File: src/rtl/raster_sched.sv
// Triangle job scheduler: queues set-up triangles, issues them one at a time to the
// edge-function fragment generator, forwards tagged fragments and emits one completion per triangle.
module raster_sched #(
    parameter int TQ_DEPTH = 4,
    parameter int ID_W     = 8,
    parameter int CNT_W    = 24,
    parameter int TIMEOUT  = 1 << 20
) (
    input  logic              clk,
    input  logic              rst,
    input  logic              tri_val,
    output logic              tri_rdy,
    input  logic [ID_W-1:0]   tri_id,
    input  logic [415:0]      tri_desc,
    output logic              ras_start,
    output logic [415:0]      ras_desc,
    input  logic              ras_ready,
    input  logic              ras_done,
    input  logic              ras_frag_val,
    output logic              ras_pop_frag,
    output logic              frag_out_val,
    input  logic              frag_out_rdy,
    output logic [ID_W-1:0]   frag_out_id,
    output logic              cmp_val,
    input  logic              cmp_rdy,
    output logic [ID_W-1:0]   cmp_id,
    output logic [CNT_W-1:0]  cmp_cnt,
    output logic              err_timeout,
    output logic [1:0]        state_dbg
);
    // Handshakes: a transfer happens on the rising edge where valid && ready are both 1;
    // valid never waits on ready, and payload is held stable while valid && !ready.

    localparam int PW   = $clog2(TQ_DEPTH);
    localparam int WD_W = $clog2(TIMEOUT + 1);

    typedef enum logic [1:0] {IDLE, CHECK, RUN, RETIRE} state_t;

    state_t            state;
    logic [PW:0]       wr_ptr;
    logic [PW:0]       rd_ptr;
    logic [ID_W-1:0]   id_mem   [TQ_DEPTH];
    logic [415:0]      desc_mem [TQ_DEPTH];
    logic [CNT_W-1:0]  cnt;
    logic [WD_W-1:0]   wdog;
    logic              empty;
    logic              full;
    logic              push;
    logic              degenerate;
    logic [31:0]       ymin, ymax, xmin, xmax;

    assign empty = (wr_ptr == rd_ptr);
    assign full  = (wr_ptr[PW] != rd_ptr[PW]) && (wr_ptr[PW-1:0] == rd_ptr[PW-1:0]);
    assign push  = tri_val && !full;

    assign tri_rdy      = !full;
    assign ras_desc     = desc_mem[rd_ptr[PW-1:0]];
    assign frag_out_id  = id_mem[rd_ptr[PW-1:0]];
    assign cmp_id       = id_mem[rd_ptr[PW-1:0]];
    assign cmp_cnt      = cnt;
    assign cmp_val      = (state == RETIRE);
    assign frag_out_val = (state == RUN) && ras_frag_val;
    assign ras_pop_frag = (state == RUN) && ras_frag_val && frag_out_rdy;
    assign state_dbg    = state;

    assign ymin = ras_desc[415:384];
    assign ymax = ras_desc[383:352];
    assign xmin = ras_desc[351:320];
    assign xmax = ras_desc[319:288];
    assign degenerate = (ymin > ymax) || (xmin > xmax);

    always_ff @(posedge clk) begin
        if (push) begin
            id_mem[wr_ptr[PW-1:0]]   <= tri_id;
            desc_mem[wr_ptr[PW-1:0]] <= tri_desc;
        end
    end

    always_ff @(posedge clk or posedge rst) begin
        if (rst) begin
            wr_ptr <= '0;
        end else if (push) begin
            wr_ptr <= wr_ptr + 1'b1;
        end
    end

    // The head entry stays in the queue until its completion is accepted.
    always_ff @(posedge clk or posedge rst) begin
        if (rst) begin
            state       <= IDLE;
            rd_ptr      <= '0;
            ras_start   <= 1'b0;
            cnt         <= '0;
            wdog        <= '0;
            err_timeout <= 1'b0;
        end else begin
            ras_start <= 1'b0;
            case (state)
                IDLE: begin
                    if (!empty) state <= CHECK;
                end
                CHECK: begin
                    if (degenerate) begin
                        state <= RETIRE;
                    end else if (ras_ready) begin
                        ras_start <= 1'b1;
                        wdog      <= '0;
                        state     <= RUN;
                    end
                end
                RUN: begin
                    if (ras_pop_frag && (cnt != {CNT_W{1'b1}})) cnt <= cnt + 1'b1;
                    if (wdog != WD_W'(TIMEOUT)) wdog <= wdog + 1'b1;
                    if (wdog == WD_W'(TIMEOUT - 1)) err_timeout <= 1'b1;
                    if (ras_done) state <= RETIRE;
                end
                RETIRE: begin
                    if (cmp_rdy) begin
                        rd_ptr <= rd_ptr + 1'b1;
                        cnt    <= '0;
                        state  <= IDLE;
                    end
                end
                default: state <= IDLE;
            endcase
        end
    end
endmodule

File: config.mk
export PLATFORM = sky130hd
export DESIGN_NAME = raster_sched
export DESIGN_NICKNAME = d
export VERILOG_FILES = /design/src/rtl/raster_sched.sv
export SDC_FILE = /design/constraint.sdc
export NUM_CORES = 1
export LEC_CHECK = 0
export ABC_AREA = 1
export CAP_MARGIN = 20
export CORE_MARGIN = 10
export CORE_UTILIZATION = 45
export CTS_CLUSTER_SIZE = 8
export DETAILED_ROUTE_END_ITERATION = 12
export GPL_TIMING_DRIVEN = 0
export PLACE_DENSITY = 0.64
export SLEW_MARGIN = 10
export SYNTH_ARGS = -nofsm -noshare
export SYNTH_HDL_FRONTEND = slang
export SYNTH_SLANG_ARGS = --single-unit
File: constraint.sdc
create_clock -name clk -period 25.1 [get_ports clk]
set_input_delay 5.02 -clock clk [delete_from_list [all_inputs] [get_ports clk]]
set_output_delay 5.02 -clock clk [all_outputs]
set_load 0.01 [all_outputs]
==> notes.md, run 1 <==
Update from the flow run.

The die outline area is roughly 170000 µm². The top layer reached by signal wires is met5. The share of synthesized area occupied by flip-flops and latches is between 70 and 80%. The run finished with clean final reports. The worst hold path depth is 1. The startpoint identified for the worst register-to-register timing path is rd_ptr[0]. sky130_fd_sc_hd__edfxtp_1 takes more of the synthesized area than any other cell.

The layer with the highest usage after global routing is met2. The highest supply drop recorded on VDD is 0.0843 mV. Yosys mapped a number of flops with a built-in enable equal to about 1.7k. The area added between synthesis and finish is 29.3%. The power report puts the leakage power at about 29 nW.

In this run, placement finished with an instance count of 7889. The number of standard cells in the final layout excluding fillers is around 8k. The path with the worst hold slack has its endpoint at err_timeout. STA shows the worst reg2reg path with a cell count of 20. The detailed-route wire length on metal 1 is ~82 mm. The critical path data required time is 20.08 ns. Setup repair after global routing left no endpoint under its margin. The share of power burned in registers is between 30 and 40%. The power report attributes to the clock group a share of 23.3%.

The tally of clock buffers in the finished layout is approximately 260. After Yosys synthesis, XOR and XNOR cells account for less than 1% of the synthesized area. The largest net degree at the start of global routing is 35. The DRC violation count after routing is 0. For the worst reg-to-reg path, the endpoint reported by OpenROAD is wdog[2]. The number of warnings the tools reported is 35.

The final layout report lists a non-clock inverter count of 135. The routed design uses ~23 mm of met3 wire. There are approximately 1.8k flip-flops and latches. On met3, the global router reports a usage of 9.74%.

In this run, synthesis produced a sequential element count of between 1.5k and 2k. For reference, the top logic cell family by area is AND-OR/OR-AND gates. The yosys warning tally is 0. The synth_stat.txt file lists the number of cells as approximately 4.9k.
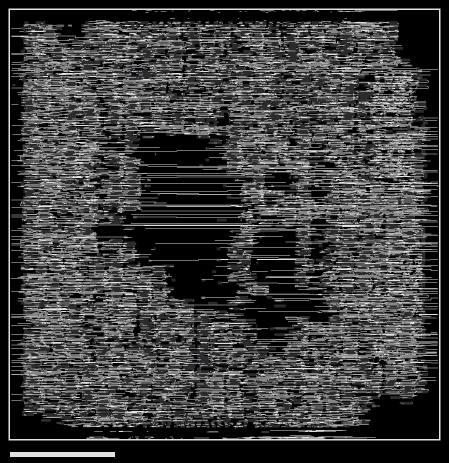
Run 1: signal wires on met1
Scale bar: 100 µm.
share of all routed wire	37%
main direction	horizontal

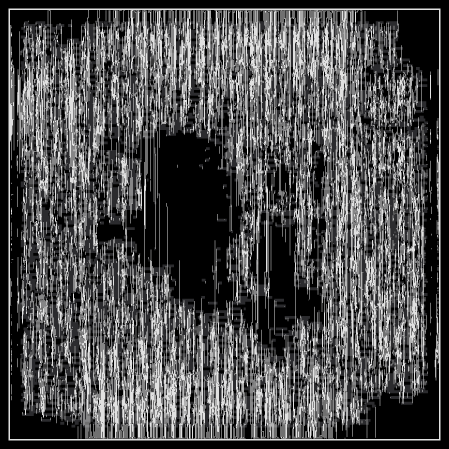
Run 1: metal 2
main direction	vertical
share of all routed wire	49%
wire length on this layer	107 mm

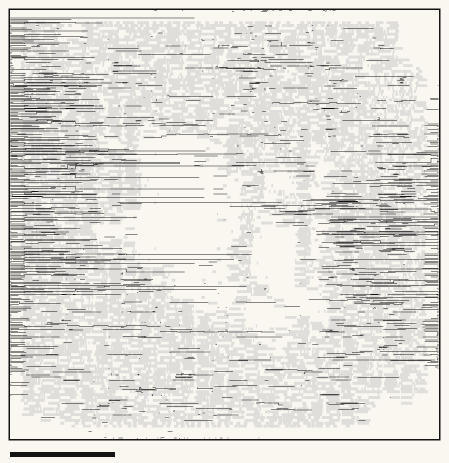
Run 1: signal wires on met3
Scale bar: 100 µm.
wire length on this layer	22.9 mm
main direction	horizontal
nets with wire on the layer	818

Run 1, cell placement:
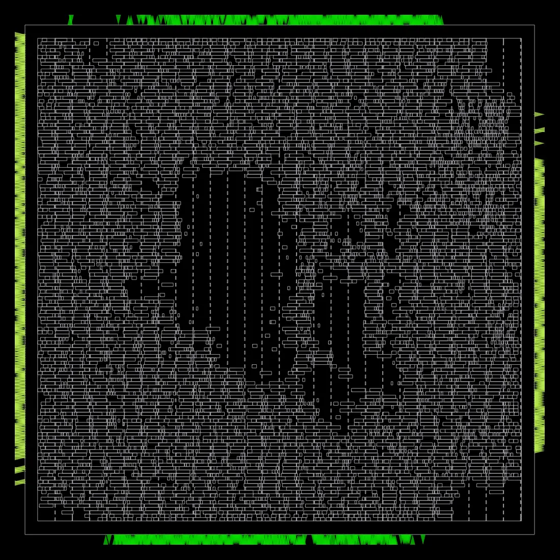

--- run 2 (diff from run 1) ---
Clock period 25.1 ns to 10.45 ns, I/O delays scaled along.
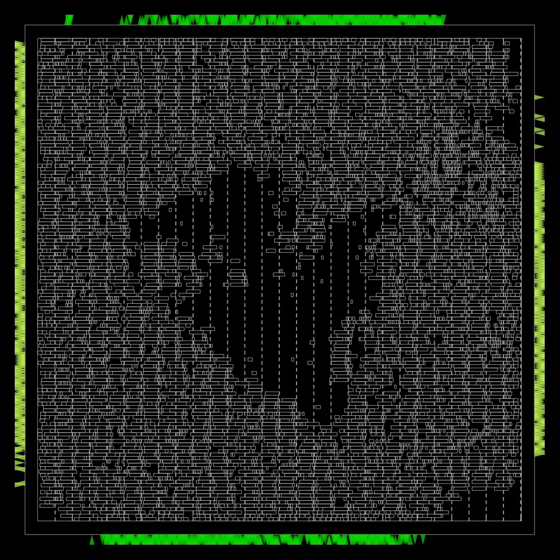
Run 2: cell placement
row cnt: 142
placeable core area: 150000 µm²
utilization after layout: 58.6%

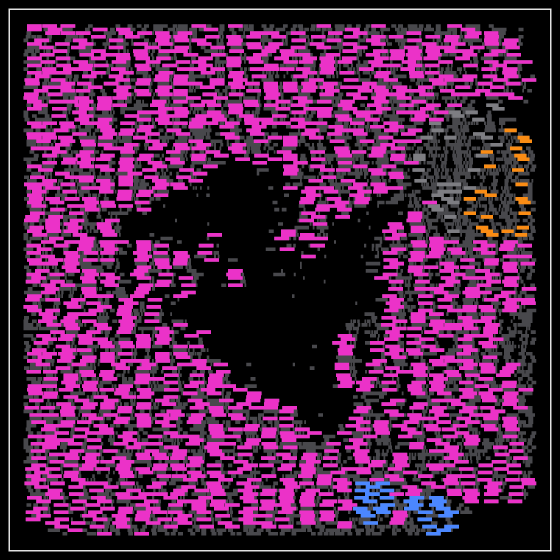
Run 2: sequential cells colored by netlist name
Other sequential cells in the stronger gray, the rest of the logic in the fainter gray.
name in the netlist	color	sequential cells
`cmp_cnt`	orange	24
`desc_mem`	magenta	1664
`id_mem`	blue	32
not colored	31

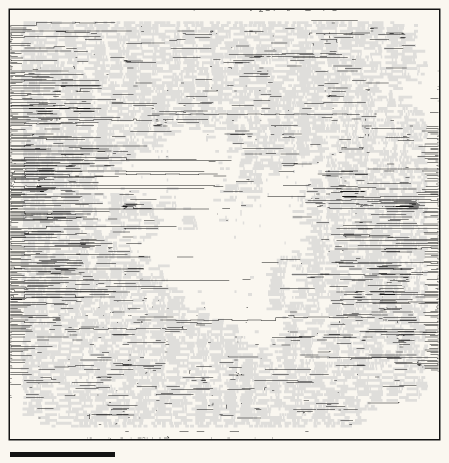
Run 2: signal wires on met3
Scale bar: 100 µm.
share of all routed wire	9.7%
main direction	horizontal
nets with wire on the layer	849
longest straight run	195 µm

==> run 2 against run 1 <==
Compared with the run above: cell count hardly changed; largest power group unchanged; via count is 0.30% higher; die area stayed put; sequential power is 140% higher.
==> notes.md, run 2 <==
Update from the flow run.

The share of synthesized area occupied by flip-flops and latches is 77.3% (unchanged). The reg-to-reg startpoint is rd_ptr[0] (unchanged). The sequential cell count is 1751 (unchanged). The end point of the most critical hold path is err_timeout (unchanged). The area added between synthesis and finish is 29.4% (was 29.3%). The yosys warning tally is 0 (unchanged).

The number of instances in the placed design is 7890 (was 7889). RSZ-0062 raised after global routing: false (unchanged). The count of cells along the worst register-to-register path is 20 (unchanged). The main combinational cell family by area after synthesis is AND-OR/OR-AND gates (unchanged). The layer with the highest usage after global routing is met2 (unchanged). The die outline area was 166000 µm² (unchanged). The library cell with the largest summed area after synthesis is sky130_fd_sc_hd__edfxtp_1 (unchanged). The top layer reached by signal wires is met5 (unchanged).

The critical path data required time is 8.36 ns (was 20.08 ns). The number of warnings the tools reported is 36 (was 35). The wire length on met3 was 21.3 mm (was 22.9 mm). The met3 global-route usage came to 8.48% (was 9.74%). The worst hold path depth came to 1 (unchanged). The yosys stat cell total is 4893 (unchanged). Run status: finished, final reports clean (unchanged). The number of synthesized flops with an enable pin was 1696 (unchanged).

The largest vdd supply drop is 0.211 mV (was 0.0843 mV). The number of ordinary inverters in the final layout is 135 (unchanged). The reported leakage power is 29.5 nW (about the same).

The detailed-route wire length on metal 1 is 84.2 mm (was 81.9 mm).
No activity file was given, so power comes from the tool's default toggle rates.
